File: src/rtl/mips_mc_ctrl.sv
// ALU operation codes shared with the ALU, and the multicycle MIPS control FSM
// that sequences fetch/decode/execute/memory/writeback and drives every datapath enable and select.
package alu_pkg;
    typedef enum logic [4:0] {
        C_NOP, C_ADD_U, C_SUB_U, C_AND, C_OR, C_XOR, C_SLL, C_SRL, C_SRA,
        C_SLT, C_SLTU, C_MULT, C_MUL_U, C_BEQ, C_BNE, C_BLEZ, C_BGTZ, C_BLTZ, C_BGEZ
    } alu_sel_t;
endpackage

module mips_mc_ctrl
    import alu_pkg::*;
#(
    parameter int RA_IDX = 31
) (
    input  logic           i_clk,
    input  logic           i_rst_n,
    input  logic [5:0]     i_ir_op,
    input  logic [5:0]     i_ir_funct,
    input  logic [4:0]     i_ir_rt,
    input  logic           i_mem_ready,
    input  logic           i_branch_taken,
    output alu_sel_t       o_opsel,
    output logic           o_src_a,
    output logic [1:0]     o_src_b,
    output logic           o_imm_zext,
    output logic           o_iord,
    output logic           o_mem_rd,
    output logic           o_mem_wr,
    output logic           o_ir_wr,
    output logic           o_pc_en,
    output logic [1:0]     o_pc_src,
    output logic           o_reg_wr,
    output logic [1:0]     o_reg_dst,
    output logic [1:0]     o_wb_sel,
    output logic [1:0]     o_alu_lo_hi,
    output logic           o_hi_en,
    output logic           o_lo_en,
    output logic           o_halted,
    output logic [3:0]     o_dbg_state
);

    // The datapath consumes RA_IDX when reg_dst selects the link register.
    if (RA_IDX < 0 || RA_IDX > 31) begin : g_bad_ra_idx
        $error("RA_IDX must be a valid register index");
    end

    typedef enum logic [3:0] {
        S_FETCH, S_DECODE, S_EXEC_R, S_WB_R, S_EXEC_I, S_WB_I, S_ADDR,
        S_MEM_RD, S_MEM_WR, S_WB_LD, S_BRANCH, S_JUMP, S_HALT
    } state_t;

    state_t r_state, w_next;

    assign o_dbg_state = r_state;

    always_ff @(posedge i_clk or negedge i_rst_n) begin
        if (!i_rst_n) r_state <= S_FETCH;
        else          r_state <= w_next;
    end

    always_comb begin
        w_next      = r_state;
        o_opsel     = C_NOP;
        o_src_a     = 1'b0;
        o_src_b     = 2'd0;
        o_imm_zext  = 1'b0;
        o_iord      = 1'b0;
        o_mem_rd    = 1'b0;
        o_mem_wr    = 1'b0;
        o_ir_wr     = 1'b0;
        o_pc_en     = 1'b0;
        o_pc_src    = 2'd0;
        o_reg_wr    = 1'b0;
        o_reg_dst   = 2'd0;
        o_wb_sel    = 2'd0;
        o_alu_lo_hi = 2'd0;
        o_hi_en     = 1'b0;
        o_lo_en     = 1'b0;
        o_halted    = 1'b0;
        // Outputs stay quiet while reset is held, even though the state already reads FETCH.
        if (i_rst_n) begin
            unique case (r_state)
                S_FETCH: begin
                    o_mem_rd = 1'b1;
                    o_src_b  = 2'd1;
                    o_opsel  = C_ADD_U;
                    o_ir_wr  = i_mem_ready;
                    o_pc_en  = i_mem_ready;
                    if (i_mem_ready) w_next = S_DECODE;
                end
                S_DECODE: begin
                    o_src_b = 2'd3;
                    o_opsel = C_ADD_U;
                    case (i_ir_op)
                        6'h00:                      w_next = S_EXEC_R;
                        6'h23, 6'h2B:               w_next = S_ADDR;
                        6'h01, 6'h04, 6'h05,
                        6'h06, 6'h07:               w_next = S_BRANCH;
                        6'h02, 6'h03:               w_next = S_JUMP;
                        6'h09, 6'h0A, 6'h0B,
                        6'h0C, 6'h0D, 6'h0E:        w_next = S_EXEC_I;
                        6'h3F:                      w_next = S_HALT;
                        default:                    w_next = S_FETCH;
                    endcase
                end
                S_EXEC_R: begin
                    o_src_a = 1'b1;
                    w_next  = S_WB_R;
                    case (i_ir_funct)
                        6'h21: o_opsel = C_ADD_U;
                        6'h23: o_opsel = C_SUB_U;
                        6'h24: o_opsel = C_AND;
                        6'h25: o_opsel = C_OR;
                        6'h26: o_opsel = C_XOR;
                        6'h00: o_opsel = C_SLL;
                        6'h02: o_opsel = C_SRL;
                        6'h03: o_opsel = C_SRA;
                        6'h2A: o_opsel = C_SLT;
                        6'h2B: o_opsel = C_SLTU;
                        6'h10, 6'h12: ;
                        6'h18, 6'h19: begin
                            o_opsel = (i_ir_funct == 6'h18) ? C_MULT : C_MUL_U;
                            o_hi_en = 1'b1;
                            o_lo_en = 1'b1;
                            w_next  = S_FETCH;
                        end
                        6'h08: begin
                            o_pc_en = 1'b1;
                            w_next  = S_FETCH;
                        end
                        default: w_next = S_FETCH;
                    endcase
                end
                S_WB_R: begin
                    o_reg_wr  = 1'b1;
                    o_reg_dst = 2'd1;
                    if (i_ir_funct == 6'h10)      o_alu_lo_hi = 2'd2;
                    else if (i_ir_funct == 6'h12) o_alu_lo_hi = 2'd1;
                    w_next = S_FETCH;
                end
                S_EXEC_I: begin
                    o_src_a = 1'b1;
                    o_src_b = 2'd2;
                    case (i_ir_op)
                        6'h09:   o_opsel = C_ADD_U;
                        6'h0A:   o_opsel = C_SLT;
                        6'h0B:   o_opsel = C_SLTU;
                        6'h0C:   o_opsel = C_AND;
                        6'h0D:   o_opsel = C_OR;
                        6'h0E:   o_opsel = C_XOR;
                        default: o_opsel = C_NOP;
                    endcase
                    o_imm_zext = (i_ir_op >= 6'h0C) && (i_ir_op <= 6'h0E);
                    w_next     = S_WB_I;
                end
                S_WB_I: begin
                    o_reg_wr = 1'b1;
                    w_next   = S_FETCH;
                end
                S_ADDR: begin
                    o_src_a = 1'b1;
                    o_src_b = 2'd2;
                    o_opsel = C_ADD_U;
                    w_next  = (i_ir_op == 6'h23) ? S_MEM_RD : S_MEM_WR;
                end
                S_MEM_RD: begin
                    o_iord   = 1'b1;
                    o_mem_rd = 1'b1;
                    if (i_mem_ready) w_next = S_WB_LD;
                end
                S_MEM_WR: begin
                    o_iord   = 1'b1;
                    o_mem_wr = 1'b1;
                    if (i_mem_ready) w_next = S_FETCH;
                end
                S_WB_LD: begin
                    o_reg_wr = 1'b1;
                    o_wb_sel = 2'd1;
                    w_next   = S_FETCH;
                end
                S_BRANCH: begin
                    o_src_a  = 1'b1;
                    o_pc_src = 2'd1;
                    case (i_ir_op)
                        6'h04: o_opsel = C_BEQ;
                        6'h05: o_opsel = C_BNE;
                        6'h06: o_opsel = C_BLEZ;
                        6'h07: o_opsel = C_BGTZ;
                        6'h01: begin
                            if (i_ir_rt == 5'd0)      o_opsel = C_BLTZ;
                            else if (i_ir_rt == 5'd1) o_opsel = C_BGEZ;
                        end
                        default: o_opsel = C_NOP;
                    endcase
                    // An unsupported REGIMM variant never redirects the PC.
                    o_pc_en = i_branch_taken && (o_opsel != C_NOP);
                    w_next  = S_FETCH;
                end
                S_JUMP: begin
                    o_pc_src = 2'd2;
                    o_pc_en  = 1'b1;
                    if (i_ir_op == 6'h03) begin
                        o_reg_wr  = 1'b1;
                        o_reg_dst = 2'd2;
                        o_wb_sel  = 2'd2;
                    end
                    w_next = S_FETCH;
                end
                S_HALT: o_halted = 1'b1;
                default: w_next = S_FETCH;
            endcase
        end
    end

endmodule

File: config.mk
export PLATFORM = sky130hd
export DESIGN_NAME = mips_mc_ctrl
export DESIGN_NICKNAME = d
export VERILOG_FILES = /design/src/rtl/mips_mc_ctrl.sv
export SDC_FILE = /design/constraint.sdc
export NUM_CORES = 1
export LEC_CHECK = 0
export ABC_CLOCK_PERIOD_IN_PS = 3200
export CAP_MARGIN = 30
export CORE_MARGIN = 10
export CORE_UTILIZATION = 45
export DETAILED_ROUTE_END_ITERATION = 10
export PLACE_DENSITY = 0.92
export REMOVE_ABC_BUFFERS = 1
export SLEW_MARGIN = 0
export SYNTH_ARGS = -nofsm -noshare
export SYNTH_HDL_FRONTEND = slang
export SYNTH_SLANG_ARGS = --single-unit
export TNS_END_PERCENT = 20
File: constraint.sdc
create_clock -name i_clk -period 3.2 [get_ports i_clk]
set_input_delay 0.96 -clock i_clk [delete_from_list [all_inputs] [get_ports i_clk]]
set_output_delay 0.96 -clock i_clk [all_outputs]
set_load 0.02 [all_outputs]
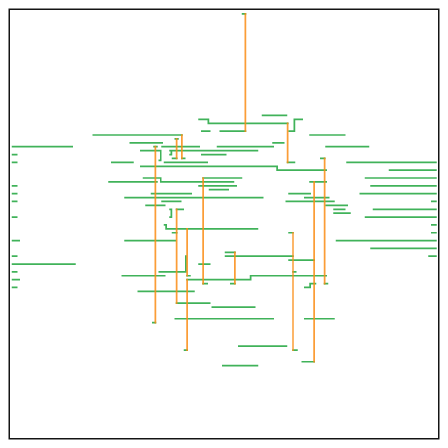
**Above:** run 1 (wiring by layer).
Two of the layers only.
| layer | colour | wire length |
|---|---|---|
| met3 | green | 561 um |
| met4 | orange | 199 um |

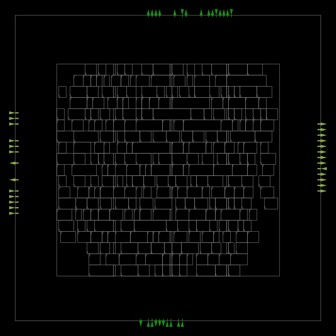
**Above:** run 1 (placement view).
CORE AREA: 2810 um2
number of well-tap cells placed: 31
final standard cell count with taps included and fillers excluded: 330

==> impl_results.html, run 1 <==
<h2>Implementation results</h2>
<table>
<tr><th>Metric</th><th>Value</th></tr>
<tr><th colspan="2">Final timing</th></tr>
<tr><td>Post-route clock skew</td><td>7.67 ps</td></tr>
<tr><td>Final setup vio count</td><td>5</td></tr>
<tr><td>Final Hold Violation Tally</td><td>0</td></tr>
<tr><td>Count of final max-slew check failures</td><td>0</td></tr>
<tr><td>Final setup TNS</td><td>-455 ps</td></tr>
<tr><td>Worst Slack Setup Final</td><td>-130 ps</td></tr>
<tr><td>Transition at the pin with the smallest max-transition slack</td><td>503 ps</td></tr>
<tr><th colspan="2">Cells and area</th></tr>
<tr><td>Share of the core filled with cells in the final layout</td><td>80.2%</td></tr>
<tr><td>Dominant kind of cell by area</td><td>multi-input combinational cells</td></tr>
<tr><td>Non-clock buffer instance count of the final layout</td><td>108</td></tr>
<tr><td>Sequential cell area share</td><td>between 4 and 5%</td></tr>
<tr><td>Commonest non-fill, non-tap cells in the layout</td><td>54 x sky130_fd_sc_hd__buf_4, 27 x sky130_fd_sc_hd__nor2_1, 19 x sky130_fd_sc_hd__buf_2, 18 x sky130_fd_sc_hd__nand2_1, 14 x sky130_fd_sc_hd__buf_6</td></tr>
<tr><td>Number of multi-input combinational cells</td><td>176</td></tr>
<tr><td>Share of cells above drive strength 1</td><td>40.8%</td></tr>
<tr><td>NonClk Buf Share</td><td>about two fifths</td></tr>
<tr><td>Area taken by multi-input logic gates</td><td>between 1000 and 1500 um2</td></tr>
<tr><th colspan="2">Synth</th></tr>
<tr><td>Top cell area share</td><td>8.16%</td></tr>
<tr><td>Top cells by count, synth</td><td>29 x sky130_fd_sc_hd__nor2_1, 20 x sky130_fd_sc_hd__nand2_1, 15 x sky130_fd_sc_hd__a21oi_1</td></tr>
<tr><td>Seq/Total Area, Yosys</td><td>7.50%</td></tr>
<tr><td>Number of cells in Yosys stat</td><td>a little over 200</td></tr>
<tr><td>Synth Area in Adders</td><td>0%</td></tr>
<tr><td>Area leader, netlist</td><td>sky130_fd_sc_hd__nor2_1</td></tr>
<tr><td>Post-Synth XOR/XNOR Area</td><td>about 3.9%</td></tr>
<tr><td>Flip-flops with a built-in enable</td><td>0</td></tr>
<tr><td>Unique cell types</td><td>59</td></tr>
<tr><th colspan="2">Detailed routing</th></tr>
<tr><td>Routed wire length</td><td>6060 um</td></tr>
<tr><td>Via density per instance</td><td>around 6.3</td></tr>
<tr><td>Average routed wire per standard cell</td><td>18.4 um</td></tr>
<tr><td>Wire length the detailed router placed on met1</td><td>about 2300 um</td></tr>
<tr><td>DRC viols</td><td>0</td></tr>
<tr><th colspan="2">Outcome</th></tr>
<tr><td>Violations in the final reports</td><td>setup timing</td></tr>
<tr><td>Result of the run</td><td>finished with violations</td></tr>
<tr><th colspan="2">Setup path</th></tr>
<tr><td>Crit path kind</td><td>input port to output port</td></tr>
<tr><td>Logic depth of the worst register-to-register path</td><td>7</td></tr>
<tr><td>Buffers plus inverters on the worst setup path</td><td>2</td></tr>
<tr><td>Logic depth of the worst setup path including buffers</td><td>7</td></tr>
<tr><td>Capturing point of the worst reg2reg path</td><td>o_dbg_state[3]$_DFFE_PN0P_</td></tr>
<tr><td>Arr. time, crit path</td><td>2370 ps</td></tr>
<tr><td>Worst path cell trace</td><td>buf_6 &gt; or4_4 &gt; nor3_4 &gt; a21o_1 &gt; a31oi_2 &gt; nor4_2 &gt; buf_4</td></tr>
<tr><th colspan="2">Clock tree</th></tr>
<tr><td>CTS Hold Buffers Added</td><td>0</td></tr>
<tr><td>Max Root-Sink Buffers</td><td>2</td></tr>
<tr><td>Buffer count from post-CTS setup fixing</td><td>8</td></tr>
<tr><td>Clock input transition at the sequential cells of the worst setup and hold paths</td><td>50 ps</td></tr>
<tr><th colspan="2">Global route</th></tr>
<tr><td>Most crowded layer after global routing</td><td>met2</td></tr>
<tr><td>GR Util All Layers</td><td>20.9%</td></tr>
<tr><td>Number of global-route vias before repair</td><td>2017</td></tr>
<tr><th colspan="2">Floorplanning</th></tr>
<tr><td>Cell Rows</td><td>19</td></tr>
<tr><th colspan="2">Power and ir drop</th></tr>
<tr><td>Dominant power group</td><td>combinational cells</td></tr>
<tr><td>Share of power burned in combinational logic</td><td>82.3%</td></tr>
<tr><th colspan="2">Job</th></tr>
<tr><td>Number of maximum-capacitance constraint violations</td><td>0</td></tr>
<tr><th colspan="2">Placed design</th></tr>
<tr><td>Number of buffer cells added on primary ports</td><td>50</td></tr>
</table>
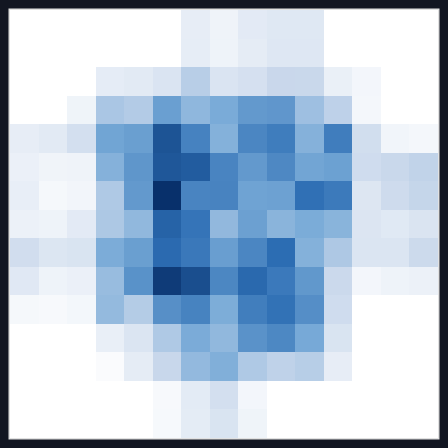
**Above:** run 1 (routed metal per tile).
The die is cut into 15 by 15 equal tiles; white is low, dark blue is high, scaled to the fullest tile. Values are wire area over tile area, all layers added.
emptiest ninth of the die: lower left
nearly empty tiles: 29%
densest ninth of the die: centre

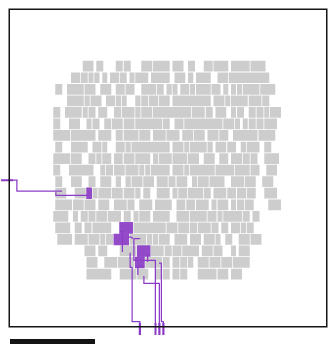
**Above:** run 1 (port wiring).
Scale bar: 20 um.
| port | colour | bits | direction | edge | end cells | buffers | wire |
|---|---|---|---|---|---|---|---|
| o_opsel | purple | 5 | output | 4 bottom, 1 left | 5 | 5 | 111 um |

**Run 1: the metal 2 layer**

Scale bar: 20 um.
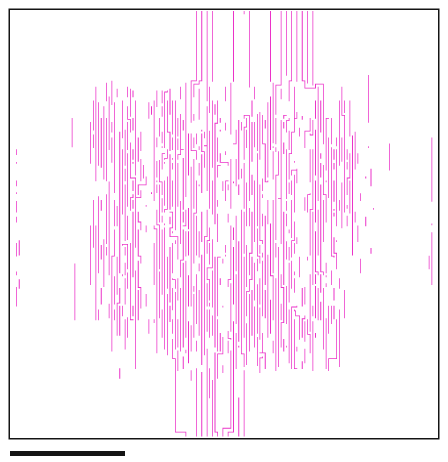

--- run 2 (diff from run 1) ---
--- a/config.mk
+++ b/config.mk
@@ -7,10 +7,12 @@
 export LEC_CHECK = 0
 export ABC_CLOCK_PERIOD_IN_PS = 3200
 export CAP_MARGIN = 30
+export CELL_PAD_IN_SITES_DETAIL_PLACEMENT = 1
+export CELL_PAD_IN_SITES_GLOBAL_PLACEMENT = 1
 export CORE_MARGIN = 10
-export CORE_UTILIZATION = 45
+export CORE_UTILIZATION = 30
 export DETAILED_ROUTE_END_ITERATION = 10
-export PLACE_DENSITY = 0.92
+export PLACE_DENSITY = 0.91
 export REMOVE_ABC_BUFFERS = 1
 export SLEW_MARGIN = 0
 export SYNTH_ARGS = -nofsm -noshare
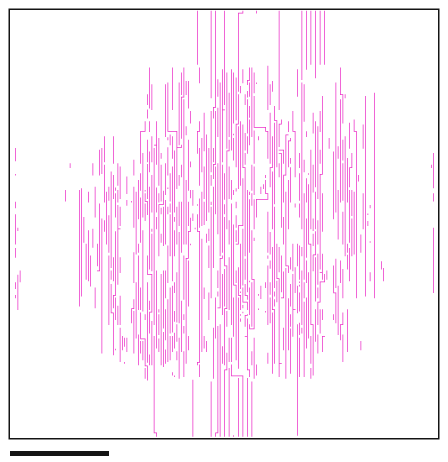
**Above:** run 2 (the metal 2 layer).
Scale bar: 20 um.
main direction: vertical
share of all routed wire: 50%
nets with wire on the layer: 304

==> run 2 against run 1 <==
Net effect:
- the run still ends with setup timing left
- via count is 2.4% higher
- utilization is 27 points lower
- final area is 2.2% higher
- clock power is 58% higher
- clock-buffer cell count stayed put
- non-clock buffer count is 2 higher
- synthesized cell count stayed put
- power is 7.5% higher
- critical path type unchanged
==> impl_results.html, run 2 <==
<h2>Implementation results</h2>
<table>
<tr><th>Metric</th><th>Value</th></tr>
<tr><th colspan="2">Outcome</th></tr>
<tr><td>Violations in the final reports</td><td>setup timing</td></tr>
<tr><td>Result of the run</td><td>finished with violations</td></tr>
<tr><th colspan="2">Cells and area</th></tr>
<tr><td>Dominant kind of cell by area</td><td>multi-input combinational cells</td></tr>
<tr><td>Sequential cell area share</td><td>4.35%</td></tr>
<tr><td>Number of multi-input combinational cells</td><td>~180</td></tr>
<tr><td>Commonest non-fill, non-tap cells in the layout</td><td>61 x sky130_fd_sc_hd__buf_4, 26 x sky130_fd_sc_hd__nor2_1, 19 x sky130_fd_sc_hd__nand2_1</td></tr>
<tr><td>Number of sequential cells in the layout</td><td>4</td></tr>
<tr><td>Final standard cell count with taps included and fillers excluded</td><td>353</td></tr>
<tr><td>Share of the core filled with cells in the final layout</td><td>53.2%</td></tr>
<tr><td>Area taken by multi-input logic gates</td><td>about 1200 um2</td></tr>
<tr><td>Share of cells above drive strength 1</td><td>a little over two fifths</td></tr>
<tr><td>Non-clock buffer instance count of the final layout</td><td>110</td></tr>
<tr><th colspan="2">Synth</th></tr>
<tr><td>Flip-flops with a built-in enable</td><td>0</td></tr>
<tr><td>Seq/Total Area, Yosys</td><td>7.50%</td></tr>
<tr><td>Top cell area share</td><td>8.16%</td></tr>
<tr><td>Unique cell types</td><td>59</td></tr>
<tr><td>Top cells by count, synth</td><td>29 x sky130_fd_sc_hd__nor2_1, 20 x sky130_fd_sc_hd__nand2_1, 15 x sky130_fd_sc_hd__a21oi_1</td></tr>
<tr><td>Number of cells in Yosys stat</td><td>about 210</td></tr>
<tr><td>Area leader, netlist</td><td>sky130_fd_sc_hd__nor2_1</td></tr>
<tr><td>Synth Area in Adders</td><td>0%</td></tr>
<tr><th colspan="2">Floorplanning</th></tr>
<tr><td>Number of well-tap cells placed</td><td>52</td></tr>
<tr><td>Cell Rows</td><td>24</td></tr>
<tr><td>CORE AREA</td><td>between 4000 and 5000 um2</td></tr>
<tr><th colspan="2">Final timing</th></tr>
<tr><td>Final setup vio count</td><td>6</td></tr>
<tr><td>Final setup TNS</td><td>-891 ps</td></tr>
<tr><td>Count of final max-slew check failures</td><td>0</td></tr>
<tr><td>Final Hold Violation Tally</td><td>0</td></tr>
<tr><td>Worst Slack Setup Final</td><td>-222 ps</td></tr>
<tr><td>Post-route clock skew</td><td>0.473 ps</td></tr>
<tr><td>Transition at the pin with the smallest max-transition slack</td><td>464 ps</td></tr>
<tr><th colspan="2">Power and ir drop</th></tr>
<tr><td>NetSw</td><td>0.507 mW</td></tr>
<tr><td>Dominant power group</td><td>combinational cells</td></tr>
<tr><td>Share of power burned in combinational logic</td><td>79.4%</td></tr>
<tr><th colspan="2">Detailed routing</th></tr>
<tr><td>Average routed wire per standard cell</td><td>21.6 um</td></tr>
<tr><td>Routed wire length</td><td>7630 um</td></tr>
<tr><td>Wire length the detailed router placed on met1</td><td>3050 um</td></tr>
<tr><td>DRC viols</td><td>0</td></tr>
<tr><td>Via density per instance</td><td>6.03</td></tr>
<tr><th colspan="2">Setup path</th></tr>
<tr><td>Buffers plus inverters on the worst setup path</td><td>3</td></tr>
<tr><td>Worst path cell trace</td><td>buf_4 &gt; nand2b_1 &gt; or3_1 &gt; a21oi_1 &gt; o2111a_2 &gt; buf_4 &gt; a31o_1 &gt; buf_6</td></tr>
<tr><td>Most used cell, CP</td><td>sky130_fd_sc_hd__buf_4</td></tr>
<tr><td>Slack of the worst reg-to-reg path</td><td>1250 ps</td></tr>
<tr><td>Logic depth of the worst register-to-register path</td><td>6</td></tr>
<tr><td>Capturing point of the worst reg2reg path</td><td>o_dbg_state[3]$_DFFE_PN0P_</td></tr>
<tr><td>Logic depth of the worst setup path including buffers</td><td>8</td></tr>
<tr><td>Crit path kind</td><td>input port to output port</td></tr>
<tr><th colspan="2">Global route</th></tr>
<tr><td>Most crowded layer after global routing</td><td>met2</td></tr>
<tr><td>GR Util All Layers</td><td>18.4%</td></tr>
<tr><th colspan="2">Clock tree</th></tr>
<tr><td>Buffer count from post-CTS setup fixing</td><td>7</td></tr>
<tr><td>Clock input transition at the sequential cells of the worst setup and hold paths</td><td>about 30 ps</td></tr>
<tr><td>CTS Hold Buffers Added</td><td>0</td></tr>
<tr><th colspan="2">Placed design</th></tr>
<tr><td>Number of buffer cells added on primary ports</td><td>about 50</td></tr>
<tr><td>Cell Count Post-Placement</td><td>341</td></tr>
<tr><th colspan="2">Job</th></tr>
<tr><td>Number of maximum-capacitance constraint violations</td><td>0</td></tr>
</table>
**Run 2: port wiring**

Scale bar: 20 um.
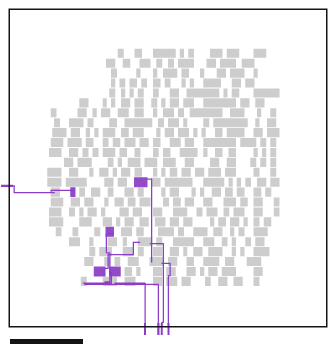

--- run 3 (diff from run 2) ---
--- a/config.mk
+++ b/config.mk
@@ -9,7 +9,7 @@
 export CAP_MARGIN = 30
 export CELL_PAD_IN_SITES_DETAIL_PLACEMENT = 1
 export CELL_PAD_IN_SITES_GLOBAL_PLACEMENT = 1
-export CORE_MARGIN = 10
+export CORE_MARGIN = 2
 export CORE_UTILIZATION = 30
 export DETAILED_ROUTE_END_ITERATION = 10
 export PLACE_DENSITY = 0.91
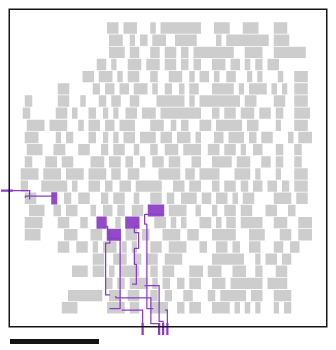
**Above:** run 3 (port wiring).
Scale bar: 20 um.
| port | colour | bits | direction | edge | end cells | buffers | wire |
|---|---|---|---|---|---|---|---|
| o_opsel | purple | 5 | output | 4 bottom, 1 left | 5 | 5 | 136 um |

==> run 3 against run 2 <==
Net effect:
- the flow still finishes with violations (setup timing)
- via count decreased by 4.2%
- utilization grew 1.9 points
- clock skew rose by 5.4 ps
- final area increased by 3.5%
- sequential power increased by 8.2%
- area after synthesis stayed put
- combinational power grew 2%
- register-to-register slack lost 30 ps
- critical path depth unchanged
- worst setup slack worse by 37 ps
- clock power hardly changed
- first-iteration DRC count down 54%
- critical endpoint unchanged
- largest power group unchanged
==> impl_results.html, run 3 <==
<h2>Implementation results</h2>
<table>
<tr><th>Metric</th><th>Value</th></tr>
<tr><th colspan="2">Synth</th></tr>
<tr><td>Top cell area share</td><td>8.16%</td></tr>
<tr><td>Flip-flops with a built-in enable</td><td>0</td></tr>
<tr><td>Synth Area in Adders</td><td>0%</td></tr>
<tr><td>Dominant kind of combinational cell</td><td>simple AND/OR/NAND/NOR gates</td></tr>
<tr><td>Number of cells in Yosys stat</td><td>207</td></tr>
<tr><td>Area leader, netlist</td><td>sky130_fd_sc_hd__nor2_1</td></tr>
<tr><td>Top cells by count, synth</td><td>29 x sky130_fd_sc_hd__nor2_1, 20 x sky130_fd_sc_hd__nand2_1, 15 x sky130_fd_sc_hd__a21oi_1</td></tr>
<tr><td>Area fraction in and, or, nand and nor cells</td><td>between 40% and 50%</td></tr>
<tr><td>Most area-consuming cells after synthesis</td><td>sky130_fd_sc_hd__nor2_1 8.2%, sky130_fd_sc_hd__dfrtp_1 7.5%, sky130_fd_sc_hd__a21oi_1 5.6%</td></tr>
<tr><td>Seq/Total Area, Yosys</td><td>~7.5%</td></tr>
<tr><td>Cell with the most instances after synthesis</td><td>sky130_fd_sc_hd__nor2_1</td></tr>
<tr><td>Post-Synth XOR/XNOR Area</td><td>under 10%</td></tr>
<tr><td>Unique cell types</td><td>59</td></tr>
<tr><th colspan="2">Final timing</th></tr>
<tr><td>Transition at the pin with the smallest max-transition slack</td><td>534 ps</td></tr>
<tr><td>Worst Slack Setup Final</td><td>-259 ps</td></tr>
<tr><td>Post-route clock skew</td><td>5.84 ps</td></tr>
<tr><td>Final Hold Violation Tally</td><td>0</td></tr>
<tr><td>Final setup TNS</td><td>-1080 ps</td></tr>
<tr><td>Count of final max-slew check failures</td><td>0</td></tr>
<tr><td>Final setup vio count</td><td>7</td></tr>
<tr><td>Peak Freq</td><td>0.289 GHz</td></tr>
<tr><th colspan="2">Detailed routing</th></tr>
<tr><td>Via density per instance</td><td>between 5 and 6</td></tr>
<tr><td>Routed wire length</td><td>7090 um</td></tr>
<tr><td>Average routed wire per standard cell</td><td>19.8 um</td></tr>
<tr><td>Wire length the detailed router placed on met1</td><td>2760 um</td></tr>
<tr><td>DRC viols</td><td>0</td></tr>
<tr><th colspan="2">Cells and area</th></tr>
<tr><td>Dominant kind of cell by area</td><td>multi-input combinational cells</td></tr>
<tr><td>Share of the core filled with cells in the final layout</td><td>55.1%</td></tr>
<tr><td>Share of cells above drive strength 1</td><td>between 30% and 40%</td></tr>
<tr><td>Non-clock buffer instance count of the final layout</td><td>114</td></tr>
<tr><td>Sequential cell area share</td><td>4.20%</td></tr>
<tr><td>Number of multi-input combinational cells</td><td>between 150 and 200</td></tr>
<tr><td>Commonest non-fill, non-tap cells in the layout</td><td>58 x sky130_fd_sc_hd__buf_4, 28 x sky130_fd_sc_hd__nor2_1, 19 x sky130_fd_sc_hd__nand2_1, 16 x sky130_fd_sc_hd__dlygate4sd2_1, 14 x sky130_fd_sc_hd__a21oi_1</td></tr>
<tr><td>Final standard cell count with taps included and fillers excluded</td><td>357</td></tr>
<tr><td>Number of sequential cells in the layout</td><td>4</td></tr>
<tr><td>Area taken by multi-input logic gates</td><td>approximately 1200 um2</td></tr>
<tr><td>Commonest Layout Cell</td><td>sky130_fd_sc_hd__buf_4</td></tr>
<tr><td>NonClk Buf Share</td><td>40.7%</td></tr>
<tr><th colspan="2">Outcome</th></tr>
<tr><td>Result of the run</td><td>finished with violations</td></tr>
<tr><td>Violations in the final reports</td><td>setup timing</td></tr>
<tr><th colspan="2">Job</th></tr>
<tr><td>Number of maximum-capacitance constraint violations</td><td>0</td></tr>
<tr><th colspan="2">Setup path</th></tr>
<tr><td>Logic depth of the worst register-to-register path</td><td>6</td></tr>
<tr><td>Worst path cell trace</td><td>buf_6 &gt; or4_4 &gt; nor3_4 &gt; buf_4 &gt; a21oi_1 &gt; o31ai_1 &gt; a31o_1 &gt; buf_6</td></tr>
<tr><td>Arr. time, crit path</td><td>~2500 ps</td></tr>
<tr><td>Buffers plus inverters on the worst setup path</td><td>3</td></tr>
<tr><td>Slack of the worst reg-to-reg path</td><td>~1200 ps</td></tr>
<tr><td>Capturing point of the worst reg2reg path</td><td>o_dbg_state[3]$_DFFE_PN0P_</td></tr>
<tr><td>Crit path kind</td><td>input port to output port</td></tr>
<tr><td>Most used cell, CP</td><td>sky130_fd_sc_hd__buf_6</td></tr>
<tr><td>Logic depth of the worst setup path including buffers</td><td>8</td></tr>
<tr><td>Required time at the endpoint of the critical path</td><td>2240 ps</td></tr>
<tr><th colspan="2">Clock tree</th></tr>
<tr><td>Clock input transition at the sequential cells of the worst setup and hold paths</td><td>40 ps</td></tr>
<tr><td>Max Root-Sink Buffers</td><td>2</td></tr>
<tr><td>Clk sinks</td><td>4</td></tr>
<tr><td>Number of buffers inserted during clock tree synthesis</td><td>3</td></tr>
<tr><td>CTS Hold Buffers Added</td><td>0</td></tr>
<tr><td>Buffer count from post-CTS setup fixing</td><td>11</td></tr>
<tr><th colspan="2">Floorplanning</th></tr>
<tr><td>Core Util at FP</td><td>30.8%</td></tr>
<tr><td>Cell Rows</td><td>24</td></tr>
<tr><td>Number of well-tap cells placed</td><td>52</td></tr>
<tr><td>CORE AREA</td><td>between 4000 and 5000 um2</td></tr>
<tr><th colspan="2">Global route</th></tr>
<tr><td>Number of global-route vias before repair</td><td>approximately 2100</td></tr>
<tr><td>GR Util All Layers</td><td>28.3%</td></tr>
<tr><th colspan="2">Power and ir drop</th></tr>
<tr><td>Dominant power group</td><td>combinational cells</td></tr>
<tr><td>NetSw</td><td>0.507 mW</td></tr>
<tr><td>Sequential cell power</td><td>0.0950 mW</td></tr>
<tr><td>Share of power burned in combinational logic</td><td>79.1%</td></tr>
<tr><th colspan="2">Placed design</th></tr>
<tr><td>Number of buffer cells added on primary ports</td><td>50</td></tr>
<tr><td>Cell Count Post-Placement</td><td>341</td></tr>
<tr><th colspan="2">Min path</th></tr>
<tr><td>Endpoint of the worst hold path</td><td>o_dbg_state[3]$_DFFE_PN0P_</td></tr>
</table>
Power figures rest on the tool's default switching activity, not on a simulated workload.
